$ cat src/rtl/qcl_rx16_aligner.sv
// qcl_rx16_aligner: half-cycle word aligner for a 16-bit DDR receive path.
// Locks onto a repeating training word and then forwards aligned payload.
module qcl_rx16_aligner #(
    parameter logic [31:0] train_pattern_p = 32'hF0E1_3C5A,
    parameter int unsigned lock_cnt_p      = 16
) (
    input  logic        clk_i,
    input  logic        reset_i,
    input  logic [31:0] data_par_i,
    input  logic        realign_i,
    output logic [31:0] data_o,
    output logic        valid_o,
    output logic        locked_o,
    output logic        offset_o,
    output logic [7:0]  retry_cnt_o
);

    localparam logic [1:0] SEARCH = 2'd0;
    localparam logic [1:0] VERIFY = 2'd1;
    localparam logic [1:0] LOCKED = 2'd2;

    localparam logic [7:0] lock_cnt = 8'(lock_cnt_p);

    logic [1:0]  state;
    logic [1:0]  state_n;
    logic        offset;
    logic        offset_n;
    logic [7:0]  match_cnt;
    logic [7:0]  match_cnt_n;
    logic [7:0]  retry_n;
    logic [15:0] prev_f;
    logic [31:0] c0;
    logic [31:0] c1;
    logic [31:0] w;
    logic        w_hit;

    // Both half-cycle candidates; C1 pairs the previous falling sample
    // with the current rising sample.
    assign c0    = data_par_i;
    assign c1    = {data_par_i[15:0], prev_f};
    assign w     = offset ? c1 : c0;
    assign w_hit = (w == train_pattern_p);

    // Alignment search / verify / lock decisions.
    always_comb begin
        state_n     = state;
        offset_n    = offset;
        match_cnt_n = match_cnt;
        retry_n     = retry_cnt_o;
        if (realign_i) begin
            state_n     = SEARCH;
            match_cnt_n = 8'd0;
        end else begin
            case (state)
                SEARCH: begin
                    if (c0 == train_pattern_p) begin
                        offset_n    = 1'b0;
                        match_cnt_n = 8'd1;
                        state_n     = VERIFY;
                    end else if (c1 == train_pattern_p) begin
                        offset_n    = 1'b1;
                        match_cnt_n = 8'd1;
                        state_n     = VERIFY;
                    end
                end
                VERIFY: begin
                    if (w_hit) begin
                        match_cnt_n = match_cnt + 8'd1;
                        if (match_cnt + 8'd1 == lock_cnt) begin
                            state_n = LOCKED;
                        end
                    end else begin
                        state_n     = SEARCH;
                        match_cnt_n = 8'd0;
                        if (retry_cnt_o != 8'hFF) begin
                            retry_n = retry_cnt_o + 8'd1;
                        end
                    end
                end
                LOCKED: begin
                    state_n = LOCKED;
                end
                default: begin
                    state_n     = SEARCH;
                    match_cnt_n = 8'd0;
                end
            endcase
        end
    end

    // State, alignment bookkeeping and registered outputs.
    always_ff @(posedge clk_i) begin
        if (reset_i) begin
            state       <= SEARCH;
            offset      <= 1'b0;
            match_cnt   <= 8'd0;
            retry_cnt_o <= 8'd0;
            prev_f      <= 16'd0;
            data_o      <= 32'd0;
            valid_o     <= 1'b0;
            locked_o    <= 1'b0;
        end else begin
            state       <= state_n;
            offset      <= offset_n;
            match_cnt   <= match_cnt_n;
            retry_cnt_o <= retry_n;
            prev_f      <= data_par_i[31:16];
            data_o      <= w;
            valid_o     <= (state_n == LOCKED) && !w_hit;
            locked_o    <= (state_n == LOCKED);
        end
    end

    assign offset_o = offset;

endmodule

$ cat config.mk
export PLATFORM = sky130hd
export DESIGN_NAME = qcl_rx16_aligner
export DESIGN_NICKNAME = d
export VERILOG_FILES = /design/src/rtl/qcl_rx16_aligner.sv
export SDC_FILE = /design/constraint.sdc
export NUM_CORES = 1
export LEC_CHECK = 0
export ABC_AREA = 1
export CAP_MARGIN = 25
export CORE_AREA = 2 2 84 86
export DETAILED_ROUTE_END_ITERATION = 10
export DIE_AREA = 0 0 86 88
export PLACE_DENSITY = 0.79
export SYNTH_ARGS = -nofsm -noshare
export SYNTH_HDL_FRONTEND = slang
export SYNTH_SLANG_ARGS = --single-unit
$ cat constraint.sdc
create_clock -name clk_i -period 1.7 [get_ports clk_i]
set_input_delay 0.34 -clock clk_i [delete_from_list [all_inputs] [get_ports clk_i]]
set_output_delay 0.34 -clock clk_i [all_outputs]
set_load 0.005 [all_outputs]
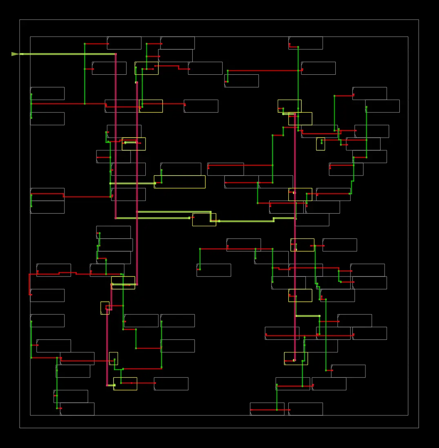
Figure 1: clock routing.
total number of sequential cells: 69
clk_skew: 0.0118 ns
clock sink count: 69
P_clk: 1.44 mW
clk_lat worst skew: 0.36 ns

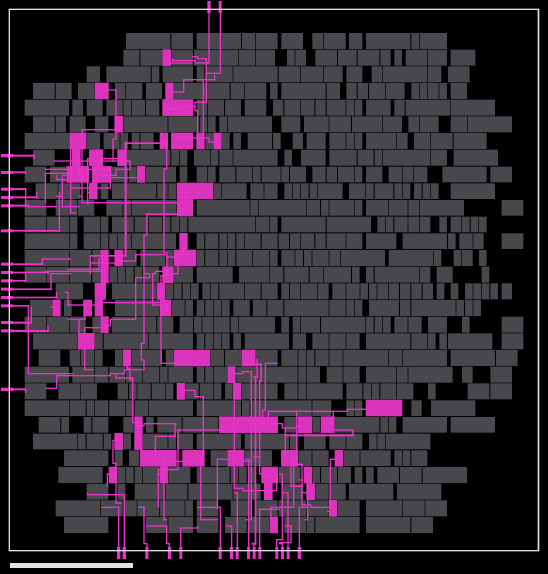
Figure 2: I/O nets highlighted.
Scale bar: 20 microns.
[magenta] `data_par_i` | direction: input | edge: 15 west, 15 south, 2 north | end cells: 69 | buffers: 36 | wire: 1110 microns

==> flow_summary.toml <==
# implementation run metrics
[setup_path]
cp_top_family = "simple AND/OR/NAND/NOR gates"
critical-path-max-stage-delay_ns = 0.37
r2r_end = "state[0]"

[global_routing]
grtUsageMet2_pct = 46.0
met1_usage_pct = 31.0
grt.overflow.total = 0

[clocking]
htreeDepth = 3
cts_tree = "built"
postCtsHoldBufs = 0
ctsResizeCount = 38
cts_buffers = 9

[synthesis]
xor_share_pct = 1.89
ys_warn_count = 0
synth_flops = 69

[final_timing]
relSlewSlack_pct = 74.7
fin_crit_sh_pct = 123
worst_slack_ns = -0.396
finalSetupViolations = 23

[die]
fp_util_pct = 48.8

[run_status]
status = "finished with violations"
violations = "negative setup slack"

[finish]
drive_gt1_share_pct = 30.9
largest-register = "data_o"
diodes = 0

[placed_design]
gp_congestion = 0.880

[power]
power_mw = 3.66

[route]
top_layer_used = "met4"
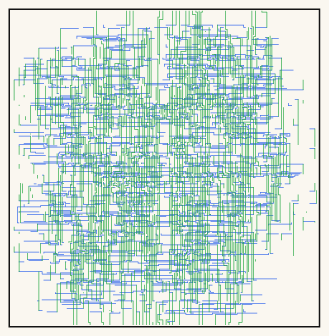
Figure 3: metal layers overlaid.
Two of the layers only.
[blue] M1 | wire length: 4640 microns
[green] M2 | wire length: 6070 microns
All-Layer GR Usage: 26.9%
Routed WL: 12.8 mm

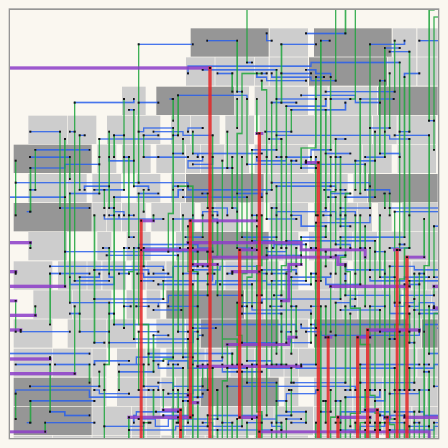
Figure 4: layout detail.
Region (2, 46) to (42, 86) microns. Cells in gray, sequential cells in the stronger gray; small squares are vias.
[red] M4
[blue] M1
[purple] M3
[green] M2
netlist names of flops here include: `data_o` (10), `prev_f` (5)
sequential cells in the window: 16
cells with their middle in the window: 161
most frequent: nand2_1 (32), buf_4 (24), nand2_2 (18)

[tightest hold or removal path: cells and delay by family]
kind | cells | cell delay [ns]
buf+inv | 2 | 0.20
simple gates | 1 | 0.10
compound gates | 1 | 0.04
[cells in the mapped netlist]
cell        n  area (sq um)
nand2_1   154           578
nor2_1     75           282
dfxtp_1    69          1380
inv_1      58           218
a21oi_1    26           130
nand3_1    26           130
nand4_1    17           106
o21ai_1    12          60.1
nor3_1     11          55.1
buf_1       5          18.8
buf_6       5          56.3
xor2_1      4          35.0
clkbuf_1    3          11.3
xnor2_1     3          26.3
and2_1      2          12.5
buf_4       2          15.0
ha_1        2          25.0
nand2_4     2          22.5
nor2_4      2          22.5
o21ai_0     2          10.0
clkinv_1    1          3.75
inv_2       1          3.75
nor2_2      1          6.26
nor3_2      1          10.0
nor3_4      1          16.3
o21bai_1    1          7.51
[worst max-delay path by stage]
stage,from,to
global placement,data_par_i[0],retry_cnt_o[7]
detailed placement,data_par_i[0],retry_cnt_o[0]
global route,offset_o,state[0]
finish,offset_o,state[0]
floorplan,offset_o,retry_cnt_o[2]
CTS,offset_o,retry_cnt_o[0]
[cell type report]
type                            instances  area [sq um]  share of cell area (%)
Tap cell                               80           100                    1.85
Sequential cell                        69          1390                    25.6
Multi-Input combinational cell        343          1910                    35.3
Clock inverter                          4          45.0                   0.831
Clock buffer                           12           165                    3.05
Timing Repair Buffer                  166          1570                    29.0
Inverter                               60           236                    4.36
[through the flow]
stage / TNS (ns) / area [sq um]
floorplan: 0 / 3240
detailed placement: -8.31 / 4540
finish: -5.26 / 5420
CTS: -0.803 / 5020
global placement: -7.26 / 4540
global route: -6.33 / 5420
Power figures rest on the tool's default switching activity, not on a simulated workload.
